File: config.mk
export PLATFORM = sky130hd
export DESIGN_NAME = alarm_tone_scheduler
export DESIGN_NICKNAME = d
export VERILOG_FILES = /design/src/rtl/alarm_tone_scheduler_pkg.sv /design/src/rtl/alarm_tone_scheduler_melody_rom.sv /design/src/rtl/alarm_tone_scheduler.sv
export SDC_FILE = /design/constraint.sdc
export NUM_CORES = 1
export LEC_CHECK = 0
export CAP_MARGIN = 20
export CELL_PAD_IN_SITES_DETAIL_PLACEMENT = 1
export CELL_PAD_IN_SITES_GLOBAL_PLACEMENT = 1
export CORE_MARGIN = 3
export CORE_UTILIZATION = 35
export CTS_BUF_LIST = sky130_fd_sc_hd__clkbuf_4
export CTS_CLUSTER_DIAMETER = 120
export CTS_CLUSTER_SIZE = 10
export DETAILED_ROUTE_END_ITERATION = 10
export PLACE_DENSITY = 0.7
export REMOVE_ABC_BUFFERS = 1
export SLEW_MARGIN = 20
export SYNTH_ARGS = -nofsm -noshare
export SYNTH_HDL_FRONTEND = slang
export SYNTH_SLANG_ARGS = --single-unit
File: constraint.sdc
create_clock -name CLOCK -period 5.1 [get_ports CLOCK]
set_input_delay 0.51 -clock CLOCK [delete_from_list [all_inputs] [get_ports CLOCK]]
set_output_delay 0.51 -clock CLOCK [all_outputs]
set_load 0.01 [all_outputs]
File: src/rtl/alarm_tone_scheduler_pkg.sv
// Shared types and constants for the alarm/chime/beep tone scheduler.
// Holds the FSM state encoding, source codes, melody ROM entry layout and base addresses.
package alarm_tone_scheduler_pkg;

  typedef enum logic [2:0] {
    ST_IDLE,
    ST_BEEP,
    ST_CHIME,
    ST_ALARM,
    ST_GAP
  } state_t;

  localparam logic [1:0] SRC_IDLE  = 2'b00;
  localparam logic [1:0] SRC_BEEP  = 2'b01;
  localparam logic [1:0] SRC_CHIME = 2'b10;
  localparam logic [1:0] SRC_ALARM = 2'b11;

  localparam int ROM_AW = 4;
  localparam int ROM_DW = 9;
  localparam int NOTE_W = 3;
  localparam int DUR_W  = 4;

  localparam logic [ROM_AW-1:0] ALARM_BASE = 4'd0;
  localparam logic [ROM_AW-1:0] CHIME_BASE = 4'd12;
  localparam logic [7:0]        BEEP_NOTE  = 8'b1000_0000;

  typedef struct packed {
    logic              last;
    logic              rest;
    logic [NOTE_W-1:0] note;
    logic [DUR_W-1:0]  dur;
  } rom_entry_t;

  // GAP is part of the alarm source, so it reports the alarm code.
  function automatic logic [1:0] src_of(input state_t s);
    case (s)
      ST_BEEP:          src_of = SRC_BEEP;
      ST_CHIME:         src_of = SRC_CHIME;
      ST_ALARM, ST_GAP: src_of = SRC_ALARM;
      default:          src_of = SRC_IDLE;
    endcase
  endfunction

endpackage

File: src/rtl/alarm_tone_scheduler_melody_rom.sv
// Combinational 16-entry melody table: alarm tune from entry 0, hourly chime from entry 12.
// Entry layout is {end, rest, note[2:0], dur[3:0]}; dur of zero plays as one unit.
module melody_rom
  import alarm_tone_scheduler_pkg::*;
(
  input  logic [ROM_AW-1:0] addr,
  output logic [ROM_DW-1:0] data
);

  always_comb begin
    case (addr)
      4'd0:    data = 9'b0_0_000_0010;
      4'd1:    data = 9'b0_0_010_0001;
      4'd2:    data = 9'b0_1_000_0001;
      4'd3:    data = 9'b1_0_100_0010;
      4'd12:   data = 9'b0_0_101_0001;
      4'd13:   data = 9'b0_0_100_0000;
      4'd14:   data = 9'b0_1_000_0001;
      4'd15:   data = 9'b1_0_000_0010;
      // unused slots terminate immediately as a one-unit rest
      default: data = 9'b1_1_000_0001;
    endcase
  end

endmodule

File: src/rtl/alarm_tone_scheduler.sv
// Schedules alarm, hourly chime and key-beep tones onto a one-hot note bus with a codec gate.
// A tick divider that restarts on every note load times notes, beeps and the alarm repeat gap.
module alarm_tone_scheduler
  import alarm_tone_scheduler_pkg::*;
#(
  parameter int CLK_FREQ   = 50000000,
  parameter int TICK_HZ    = 100,
  parameter int DUR_TICKS  = 5,
  parameter int BEEP_TICKS = 5,
  parameter int GAP_TICKS  = 50
) (
  input  logic       CLOCK,
  input  logic       DLY_RST,
  input  logic       alarm_req,
  input  logic       chime_req,
  input  logic       beep_req,
  input  logic       stop,
  output logic [7:0] music,
  output logic       tone_en,
  output logic       busy,
  output logic [1:0] src,
  output logic       melody_done
);

  localparam int DIV   = CLK_FREQ / TICK_HZ;
  localparam int DIV_W = (DIV > 1) ? $clog2(DIV) : 1;

  state_t              state, state_nxt;
  logic [ROM_AW-1:0]   addr, addr_nxt;
  logic [ROM_DW-1:0]   rom_data;
  rom_entry_t          entry;
  logic [DIV_W-1:0]    div_cnt;
  logic [15:0]         tick_cnt;
  logic [15:0]         target;
  logic [DUR_W-1:0]    dur_eff;
  logic                tick, last_tick, load;
  logic                pend, pend_nxt;
  logic                rearm;
  logic                done_nxt;
  logic                alarm_go;

  melody_rom u_rom (
    .addr (addr),
    .data (rom_data)
  );

  assign entry    = rom_entry_t'(rom_data);
  assign tick     = (div_cnt == DIV_W'(DIV - 1));
  assign dur_eff  = (entry.dur == '0) ? DUR_W'(1) : entry.dur;
  assign alarm_go = alarm_req && rearm;

  always_comb begin
    case (state)
      ST_BEEP: target = 16'(BEEP_TICKS);
      ST_GAP:  target = 16'(GAP_TICKS);
      default: target = {12'd0, dur_eff} * 16'(DUR_TICKS);
    endcase
  end

  assign last_tick = tick && (tick_cnt == target - 16'd1);

  always_ff @(posedge CLOCK or negedge DLY_RST) begin
    if (!DLY_RST) begin
      state       <= ST_IDLE;
      addr        <= '0;
      pend        <= 1'b0;
      rearm       <= 1'b1;
      melody_done <= 1'b0;
      div_cnt     <= '0;
      tick_cnt    <= '0;
    end else begin
      state       <= state_nxt;
      addr        <= addr_nxt;
      pend        <= pend_nxt;
      melody_done <= done_nxt;
      // a dismissed alarm stays quiet until alarm_req has been seen low
      if (!alarm_req)
        rearm <= 1'b1;
      else if (stop)
        rearm <= 1'b0;
      if (load) begin
        div_cnt  <= '0;
        tick_cnt <= '0;
      end else begin
        div_cnt <= tick ? '0 : div_cnt + DIV_W'(1);
        if (tick)
          tick_cnt <= tick_cnt + 16'd1;
      end
    end
  end

  always_comb begin
    state_nxt = state;
    addr_nxt  = addr;
    pend_nxt  = pend;
    load      = 1'b0;
    done_nxt  = 1'b0;
    if (stop) begin
      state_nxt = ST_IDLE;
      pend_nxt  = 1'b0;
    end else begin
      case (state)
        ST_IDLE: begin
          if (alarm_go) begin
            state_nxt = ST_ALARM;
            addr_nxt  = ALARM_BASE;
            load      = 1'b1;
          end else if (chime_req || pend) begin
            state_nxt = ST_CHIME;
            addr_nxt  = CHIME_BASE;
            pend_nxt  = 1'b0;
            load      = 1'b1;
          end else if (beep_req) begin
            state_nxt = ST_BEEP;
            load      = 1'b1;
          end
        end
        ST_BEEP: begin
          if (alarm_go) begin
            state_nxt = ST_ALARM;
            addr_nxt  = ALARM_BASE;
            load      = 1'b1;
          end else begin
            if (chime_req)
              pend_nxt = 1'b1;
            if (last_tick) begin
              if (pend || chime_req) begin
                state_nxt = ST_CHIME;
                addr_nxt  = CHIME_BASE;
                pend_nxt  = 1'b0;
                load      = 1'b1;
              end else begin
                state_nxt = ST_IDLE;
              end
            end
          end
        end
        ST_CHIME: begin
          if (alarm_go) begin
            state_nxt = ST_ALARM;
            addr_nxt  = ALARM_BASE;
            load      = 1'b1;
          end else if (last_tick) begin
            if (entry.last) begin
              state_nxt = ST_IDLE;
              done_nxt  = 1'b1;
            end else begin
              addr_nxt = addr + ROM_AW'(1);
              load     = 1'b1;
            end
          end
        end
        ST_ALARM: begin
          if (!alarm_req) begin
            state_nxt = ST_IDLE;
          end else if (last_tick) begin
            if (entry.last) begin
              state_nxt = ST_GAP;
            end else begin
              addr_nxt = addr + ROM_AW'(1);
            end
            load = 1'b1;
          end
        end
        ST_GAP: begin
          if (!alarm_req) begin
            state_nxt = ST_IDLE;
          end else if (last_tick) begin
            state_nxt = ST_ALARM;
            addr_nxt  = ALARM_BASE;
            load      = 1'b1;
          end
        end
        default: state_nxt = ST_IDLE;
      endcase
    end
  end

  // Outputs decode straight from the state registers so reset silences them at once.
  always_comb begin
    music   = '0;
    tone_en = 1'b0;
    case (state)
      ST_BEEP: begin
        music   = BEEP_NOTE;
        tone_en = 1'b1;
      end
      ST_CHIME, ST_ALARM: begin
        if (!entry.rest) begin
          music   = 8'b1 << entry.note;
          tone_en = 1'b1;
        end
      end
      default: ;
    endcase
  end

  assign busy = (state != ST_IDLE);
  assign src  = src_of(state);

endmodule

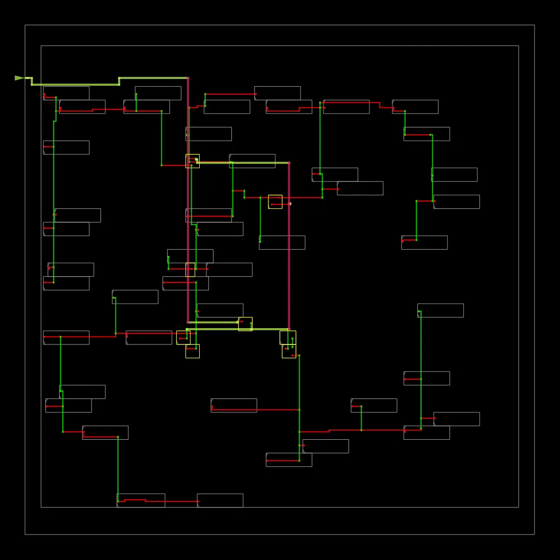
Run 1: the clock network
seq_cells: 45
CTS Sinks: 45

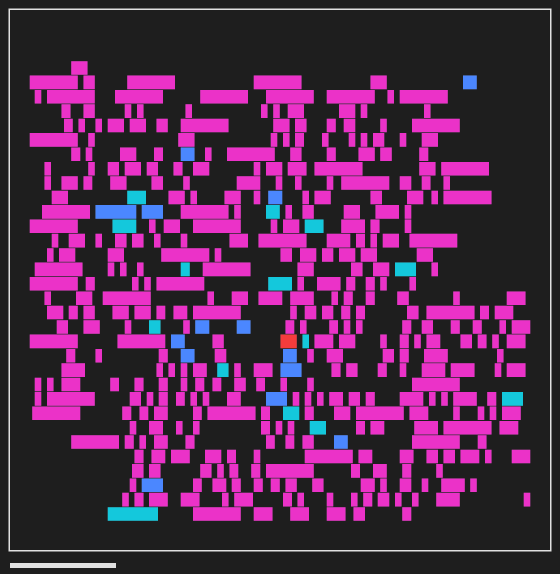
Run 1: cell sizes after repair
Scale bar: 20 um.
_3 and _4 cells -> blue  # cells 14, most used clkbuf_4
_2 cells -> cyan  # cells 14, most used or2_2
_0 and _1 cells -> magenta  # cells 376, most used nor2_1
_6 and larger -> red  # cells 1, most used inv_6
design area: 3530 um2
worst setup slack after layout: 0.748 ns
area delta synth->final: 9.14%
Non-clk bufs: 19

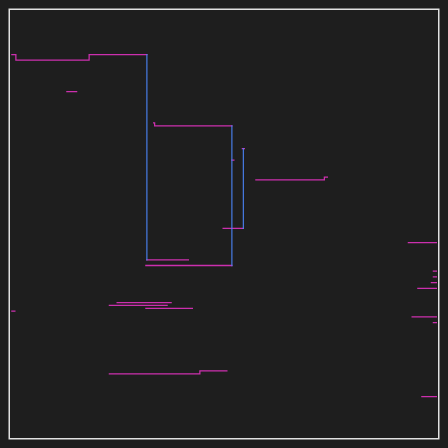
Run 1: routed metal, one color a layer
Only two layers are drawn.
metal 3 -> magenta  # wire length 201 um
metal 4 -> blue  # wire length 101 um
DRT Wirelength: 8.18 mm
vias: 2777
WL per Instance: 15.9 um

==> results.cfg, run 1 <==
; generated from flow reports
[clock_network]
clkLatencyLatePin_ns = 0.38
cts_buffers = 5
root_buffer = clkbuf_4
clock_path_buffers = 2
cts_tree = yes
htree_levels = 2
cts_resized = 0
postCtsSetupBuffers = 0
hold_buffers = 0

[floorplan]
io_pins = 19
die_area_um2 = 10400
rows = 34
chipWidth_um = 102
core_area_um2 = 8850
floorplanUtilization = 0.365

[synthesis]
yosysChipArea_um2 = 3230
area_leaders = dfrtp_1 34%, nor2_1 7.4%, ha_1 6.2%, xor2_1 6.0%, xnor2_1 4.3%
post-synth-top-area-cell = dfrtp_1
ys_seq_share = 0.349
syn_inst = 394
syn_area_per_cell_um2 = 8.20
yosysWarnings = 0
synthMostInstantiatedCell = nor2_1
ys_types = 60
synth_area_um2 = 3230
edf_count = 0
synth_top_area_share = 0.341
ys_cells = 394

[worst_setup_path]
cp_common_cell = ha_1
cp.arrival_ns = 4.63
slowest_stage = nor3_1
path_cells = ha_1, ha_1, nor3b_1, a21oi_1, o21ai_0, ha_1, o21ai_0, nor2_1, ha_1, xor2_1, nand3_1, nor3_1, nand4_1, nor3_1, o21ai_0, a31o_2
rr_endpoint = state[1]
reg2reg_from = addr[1]
critical_path.max_stage_delay_ns = 0.56
path_class = reg -> reg
endpoint_kind = register
cp_data_required_time_ns = 5.38
cp_max_fo = 7
r2r_cells = 16

[routing]
drtIter0Drc = 134
viasPerCell = 5.41
ant_nets = 0

[sta]
finalClockPeriodUsage = 0.853
finalClockSkew_ns = 0.0207
relSlewSlack = 0.518
layout_min_cycle_time_ns = 4.35
whs_ns = 0.107
slew_viol_final = 0
worstMarginPinSlew_ns = 0.716
max_freq_mhz = 230

[global_route]
grt_pass1_wl_mm = 14.2
antenna_found_initial = 0
grtUsageTotal = 0.170
grt_max_degree = 46
overflow = 0

[placement]
dp_cells = 505
dpl_cell_area_um2 = 3460
gp_congestion = 0.837
port_buffers = 17
dp_hpwl_mm = 6.07

[outcome]
status = finished clean

[cells_and_area]
nets = 426
diodes = 0
final_cells = 513

[power_and_ir_drop]
cellPowerDensity_nw_per_um2 = 316
finalPower_mw = 1.11
power.static_leakage_nw = 1.52
worst_ir_drop_vdd_mv = 0.165

[flow_run]
max_cap_viol_count = 0
warnings = 34

[min_path]
hp-class = in -> async
==> run 1: cell usage in the layout (no fill, tap or decap), drive strengths merged, types with 5 or more instances in the layout <==
cell type,n
nand3,16
nand4,11
nand2b,6
xnor2,16
clkdlybuf4s50,16
clkbuf,5
nor4,5
nor3,16
inv,19
or3,5
nor2,65
dfrtp,44
o21ai,19
xor2,22
ha,16
and3,11
nand2,36
a21oi,21
==> run 1: registers in the layout, indices dropped and copies added, names as in the netlist <==
| register | cells |
|---|---|
| div_cnt | 19 |
| melody_done | 1 |
| rearm | 1 |
| pend | 1 |
| tick_cnt | 16 |
| state | 3 |
| addr | 4 |
==> run 1: critical path, delay by kind of cell, from the launching register on <==
kind / cells / cell delay, ns
compound gates: 5 / 1.29
fa+ha+maj: 4 / 0.94
simple gates: 6 / 1.42
xor+xnor: 1 / 0.13
flops: 1 / 0.48
==> run 1: kinds of logic (layout without fill, tap and decap cells) <==
family | count (synthesis) | count (layout) | synth area share
adder cells (fa/ha/maj) | 16 | 16 | 0.0620
XOR/XNOR | 38 | 38 | 0.103
AND-OR/OR-AND | 65 | 65 | 0.125
AND/OR/NAND/NOR | 190 | 190 | 0.298
multiplexers | 5 | 5 | 0.0159
buffers and inverters | 34 | 45 | 0.0461
flip-flops | 45 | 45 | 0.349
other | 1 | 1 | 0.00116
==> run 1: layer usage <==
layer,GRT usage,share of wire,vias up
met5,0,0,-
met4,0.0404,0.012,0
met3,0.0266,0.024,7
met2,0.277,0.47,31
met1,0.237,0.49,1364
li1,-,-,1375
==> run 1: power breakdown <==
group	switching (mW)	leakage, nW	total (mW)	internal, mW
Sequential	0.0560	0.613	0.439	0.384
Clock	0.133	0.0316	0.187	0.0549
Combinational	0.291	0.873	0.488	0.197
==> run 1: through the flow <==
step / setup WS [ns] / utilization
after CTS: 0.733 / 0.398
after detailed placement: 0.766 / 0.392
final: 0.748 / 0.398
after floorplan: 1.54 / -
after global routing: 0.212 / 0.398
after global placement: 1.07 / 0.392
==> run 1: how the worst max path moves through the flow <==
stage / from / to / slack (ns) / cells past startpoint
2_1_floorplan: addr[1] / state[1] / 1.54 / 16
3_3_place_gp: addr[1] / state[1] / 1.07 / 16
3_5_place_dp: addr[1] / state[1] / 0.77 / 16
4_1_cts: addr[1] / state[1] / 0.73 / 16
5_1_grt: addr[1] / state[1] / 0.21 / 16
6_report: addr[1] / state[1] / 0.75 / 16
==> run 1: layout make-up <==
class	count	area (um2)
fill	1080	5320
multi-input combinational	315	1950
sequential	45	1130
timing repair buffer	19	183
tap	108	135
inverter	18	67.6
clock buffer	5	37.5
clock inverter	3	21.3
## Run 2: what changed since run 1
Settings changed: PLACE_DENSITY 0.7 to 0.73.
Clock period 5.1 ns to 3.65 ns, I/O delays scaled along.
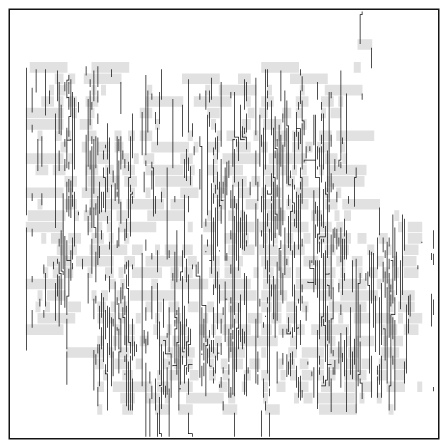
Run 2: met2 routing
share of all routed wire = 50%
main direction = vertical

==> results.cfg, run 2 <==
; generated from flow reports
[global_route]
overflow = 0
grtUsageTotal = 0.180
grt_pass1_wl_mm = 15.0
grt_pass1_vias = 2999
grt_max_degree = 38

[synthesis]
yosysChipArea_um2 = 3230
syn_area_per_cell_um2 = 8.20
ys_types = 60
area_leaders = dfrtp_1 34%, nor2_1 7.4%, ha_1 6.2%, xor2_1 6.0%, xnor2_1 4.3%
edf_count = 0
synth_top_area_share = 0.341
syn_inst = 394
ys_seq_share = 0.349
post-synth-top-area-cell = dfrtp_1
ys_cells = 394
yosysWarnings = 0
synthMostInstantiatedCell = nor2_1

[power_and_ir_drop]
pwr-share-comb = 0.474
p_int_mw = 1.05
power.static_leakage_nw = 1.68
seqPwrFrac = 0.333
switching_power_uw = 713
clock_power_share = 0.193
worst_ir_drop_vdd_mv = 0.237
finalPower_mw = 1.76
swShare = 0.405
cellPowerDensity_nw_per_um2 = 456

[placement]
dp_hpwl_mm = 6.40
port_buffers = 17
pre_cts_ws_ns = -0.0845
gp_congestion = 0.848

[cells_and_area]
layout.cells.most_common = nor2_1
diodes = 0
top_register = div_cnt
syn_to_final_growth_pct = 19.5
nets = 453
reg.largest.list = div_cnt (19), tick_cnt (16), addr (4)
mostFrequentLayoutCells = 64 x nor2_1, 44 x dfrtp_1, 34 x nand2_1, 26 x buf_4, 22 x xor2_1
largest_register_ff_count = 19

[worst_setup_path]
cp-start-kind = register
cp_data_required_time_ns = 3.93
cp_max_fo = 4
rr_endpoint = state[1]
path_class = reg -> reg
cp.arrival_ns = 3.84
endpoint_kind = register
r2r_cells = 17
reg2reg_from = addr[0]

[sta]
max_freq_mhz = 281
finalClockPeriodUsage = 0.974
setup_slack_ns = 0.0951
relSlewSlack = 0.513
whs_ns = 0.335
slew_viol_final = 0
layout_min_cycle_time_ns = 3.55

[flow_run]
warnings = 34
max_cap_viol_count = 0

[routing]
via_count = 2922
wl_mm = 8.83
drt-wirelength-per-cell_um = 16.4
drtIter0Drc = 125
ant_nets = 0
viasPerCell = 5.41

[floorplan]
core_area_um2 = 8850
floorplanUtilization = 0.365
rows = 34
io_pins = 19
chipWidth_um = 102

[clock_network]
clock_path_buffers = 2
htree_levels = 2
root_buffer = clkbuf_4
clock-sinks = 45

[outcome]
status = finished clean

[min_path]
hp-class = in -> async
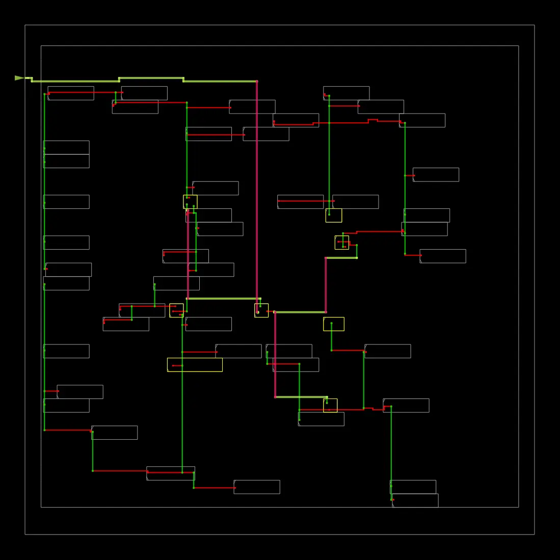
Run 2: the clock network
clk_lat worst skew: 0.38 ns
Layout Skew: 0.0109 ns
Clk. pwr: 339 uW
CTS Buf Count: 5
clkbuf count: 5

-- run 2: how the worst max path moves through the flow --
stage / start / end / slack [ns] / cells after the start
finish: addr[0] / state[1] / 0.1 / 17
detailed placement: addr[0] / state[2] / -0.08 / 17
global route: addr[1] / state[1] / -0.11 / 17
global placement: addr[0] / state[2] / 0.12 / 15
CTS: addr[0] / state[1] / 0.003 / 16
floorplan: addr[1] / state[1] / 0.09 / 16
-- run 2: critical path: stages (launching register included) --
cell and delay [ns]:
dfrtp_1 0.44, ha_2 0.25, ha_4 0.14, nor3b_4 0.20
a21oi_2 0.10, o21ai_2 0.17, ha_2 0.18, o21ai_0 0.08
nor2_1 0.17, ha_1 0.28, xor2_1 0.14, nand3_1 0.11
nor3_1 0.14, nand4_1 0.14, buf_4 0.18, nor3_2 0.22
o21ai_0 0.24, a31o_2 0.29
-- run 2: layout make-up --
type | instances | area [um2]
flip-flops and latches | 45 | 1130
repair buffers | 46 | 402
fillers | 1092 | 4990
multi-input cells | 315 | 2040
clock buffers | 5 | 37.5
clock inverters | 3 | 50.0
inverters | 18 | 67.6
well taps | 108 | 135
-- run 2: kinds of logic (layout without fill, tap and decap cells) --
group           count (synthesis)  after routing  synth area share
simple gates                  190            190             0.298
compound gates                 65             65             0.125
flops                          45             45             0.349
xor+xnor                       38             38             0.103
buf+inv                        34             72            0.0461
fa+ha+maj                      16             16            0.0620
mux                             5              5            0.0159
other cells                     1              1           0.00116
-- run 2: routing by layer --
| layer | GRT usage | share of wire |
|---|---|---|
| met5 | 0 | 0 |
| met4 | 0.0585 | 0.013 |
| met3 | 0.0239 | 0.022 |
| met2 | 0.301 | 0.50 |
| met1 | 0.241 | 0.46 |
-- run 2: per-stage QoR --
step	util	std cells	instance area, um2
5_1_grt	0.436	540	3860
3_3_place_gp	0.409	524	3620
2_1_floorplan	-	378	3150
6_report	0.436	540	3860
4_1_cts	0.421	533	3730
3_5_place_dp	0.409	524	3620
-- run 2: power groups by stage --
stage / sequential (mW) / combinational, mW / clock (mW)
after floorplan: 0.615 / 0.443 / 0
after global placement: 0.587 / 0.771 / 0
after detailed placement: 0.590 / 0.788 / 0
after CTS: 0.581 / 0.798 / 0.352
after global routing: 0.594 / 0.929 / 0.371
final: 0.586 / 0.835 / 0.339
-- run 2: repair_timing --
action | 4_1_cts | 5_1_grt
gates resized | 3 | 20
hold buffers | 1 | 0
buffers inserted | 0 | 7
setup endpoints to repair | 6 | 34
pin swaps | 0 | 12
hold endpoints to repair | 8 | 0
## Run 3: what changed since run 2
Settings changed: CAP_MARGIN 20 to unset.
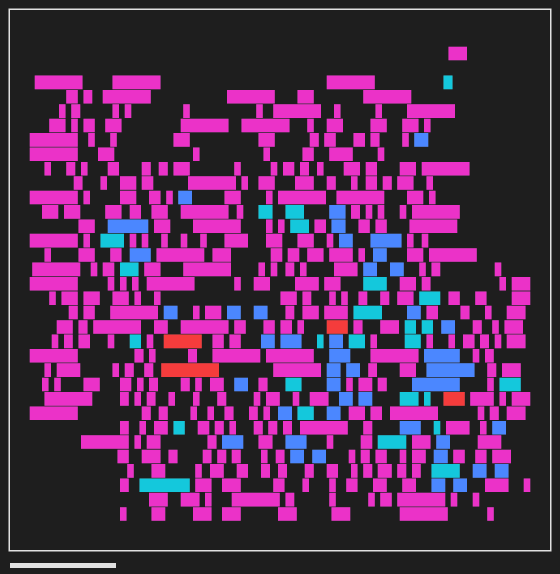
Run 3: cell sizes after repair
Scale bar: 20 um.
_3 and _4 cells -> blue  # cells 43, most used buf_4
_6 and larger -> red  # cells 4
_0 and _1 cells -> magenta  # cells 360, most used nor2_1
_2 cells -> cyan  # cells 25

==> results.cfg, run 3 <==
; generated from flow reports
[synthesis]
area_leaders = dfrtp_1 34%, nor2_1 7.4%, ha_1 6.2%, xor2_1 6.0%, xnor2_1 4.3%
top_cells_by_count = 64 x nor2_1, 44 x dfrtp_1, 36 x nand2_1, 22 x xor2_1, 20 x a21oi_1
syn_area_per_cell_um2 = 8.20
yosysChipArea_um2 = 3230
synthMostInstantiatedCell = nor2_1
post-synth-top-area-cell = dfrtp_1
ys_seq_share = 0.349
ys_cells = 394
ys_types = 60
numSynthFlops = 45
synth_top_area_share = 0.341
synthArstFlopShare = 1.00
syn_inst = 394
yosysWarnings = 0
edf_count = 0

[global_route]
grtUsageTotal = 0.180
overflow = 0
grt_pass1_wl_mm = 15.0
antenna_found_initial = 0
grt_pass1_vias = 2999
grt_max_degree = 38

[floorplan]
die_area_um2 = 10400
rows = 34
core_area_um2 = 8850
die_height_um = 102
floorplanUtilization = 0.365
io_pins = 19
chipWidth_um = 102

[sta]
finalClockPeriodUsage = 0.974
finalClockSkew_ns = 0.0109
layout_min_cycle_time_ns = 3.55
worstMarginPinSlew_ns = 0.728
relSlewSlack = 0.513
max_freq_mhz = 281
slew_viol_final = 0

[placement]
port_buffers = 17
gp_congestion = 0.848
dp_hpwl_mm = 6.40

[power_and_ir_drop]
finalPower_mw = 1.76
worst_ir_drop_vdd_mv = 0.237
power.static_leakage_nw = 1.68
cellPowerDensity_nw_per_um2 = 456

[worst_setup_path]
path_class = reg -> reg
cp_data_required_time_ns = 3.93
cp-start-kind = register
endpoint_kind = register
cp_max_fo = 4
cp.arrival_ns = 3.84

[cells_and_area]
regArea_um2 = 1130
diodes = 0
nets = 453
largest_register_ff_count = 19
syn_to_final_growth_pct = 19.5
mi_logic_area_um2 = 2040
mostFrequentLayoutCells = 64 x nor2_1, 44 x dfrtp_1, 34 x nand2_1, 26 x buf_4, 22 x xor2_1
top_register = div_cnt
fillCellCount = 1092
layout.cells.most_common = nor2_1
drive_gt1_frac = 0.167
finish.utilization = 0.436
reg.largest.list = div_cnt (19), tick_cnt (16), addr (4)

[routing]
drcViolationCount = 0
drtIter0Drc = 125
ant_nets = 0
drt-wirelength-per-cell_um = 16.4
viasPerCell = 5.41
dr.pass1.iters = 4
wl_mm = 8.83

[flow_run]
max_cap_viol_count = 0
warnings = 34

[clock_network]
root_buffer = clkbuf_4
clock_path_buffers = 2
cts_buffers = 5
clock-sinks = 45
clkLatencyLatePin_ns = 0.38
htree_levels = 2

[min_path]
hp-class = in -> async

[outcome]
status = finished clean
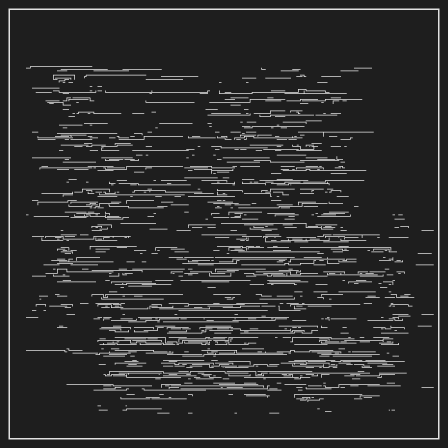
Run 3: met1 routing
longest straight run = 35.9 um
share of all routed wire = 46%
vias: 2922
GRT met1 Usage: 0.241

-- run 3: cell counts after synthesis --
No cell type changed its count.
-- run 3: cell families (layout without fill, tap and decap cells) --
family | after synthesis | count (layout) | synth area share
and+or+nand+nor | 190 | 190 | 0.298
muxes | 5 | 5 | 0.0159
adders and majority gates | 16 | 16 | 0.0620
other | 1 | 1 | 0.00116
DFF | 45 | 45 | 0.349
xor gates and xnor gates | 38 | 38 | 0.103
AOI/OAI and AO/OA | 65 | 65 | 0.125
buffers and inverters | 34 | 72 | 0.0461
-- run 3: critical path: stages, from the launching register on --
cell	delay (ns)
dfrtp_1	0.44
ha_2	0.25
ha_4	0.14
nor3b_4	0.20
a21oi_2	0.10
o21ai_2	0.17
ha_2	0.18
o21ai_0	0.08
nor2_1	0.17
ha_1	0.28
xor2_1	0.14
nand3_1	0.11
nor3_1	0.14
nand4_1	0.14
buf_4	0.18
nor3_2	0.22
o21ai_0	0.24
a31o_2	0.29
-- run 3: path summary, 6_finish.rpt --
kind | from | endpoint | slack (ns) | cells after the start
worst max-delay path | addr[0] | state[1] | 0.1 | 17
worst min-delay path | DLY_RST | tick_cnt[12] | 0.34 | 2
worst min register to register | div_cnt[0] | div_cnt[0] | 0.50 | 1
min in group CLOCK | div_cnt[0] | div_cnt[0] | 0.50 | 1
worst max register to register | addr[0] | state[1] | 0.1 | 17
max in group asynchronous | DLY_RST | rearm | 2.55 | 3
-- run 3: metal layers --
layer / global-route usage / share of wire / up-vias
met3: 0.0239 / 0.022 / 10
met4: 0.0585 / 0.013 / 0
li1: - / - / 1432
met5: 0 / 0 / -
met1: 0.241 / 0.46 / 1451
met2: 0.301 / 0.50 / 29
-- run 3: power by group --
part           internal [mW]  switching [mW]  leakage [nW]
registers              0.537          0.0493         0.613
logic                  0.360           0.475          1.02
clock network          0.150           0.189        0.0473
total                   1.05           0.713          1.68
-- run 3: through the flow --
step / setup TNS (ns) / area [um2] / hold WS (ns) / cells / setup WS, ns
floorplan: 0 / 3150 / 0.0694 / 378 / 0.0923
global placement: 0 / 3620 / 0.222 / 524 / 0.116
detailed placement: -0.191 / 3620 / 0.226 / 524 / -0.0845
CTS: 0 / 3730 / 0.352 / 533 / 0.00325
global route: -1.18 / 3860 / 0.355 / 540 / -0.109
finish: 0 / 3860 / 0.335 / 540 / 0.0951
-- run 3: area by class of cell --
class                      count  share of cell area
clock buffer                   5             0.00972
clock inverter                 3              0.0130
inverter                      18              0.0175
multi-input combinational    315               0.529
sequential                    45               0.292
tap                          108              0.0350
timing repair buffer          46               0.104
-- run 3: repair_timing --
item	in CTS	in global routing
endpoints found under the setup margin	6	34
hold buffers	1	0
setup buffers	0	7
endpoints found under the hold margin	8	0
pin swaps	0	12
resized	3	20
Power and IR drop assume default switching activity.
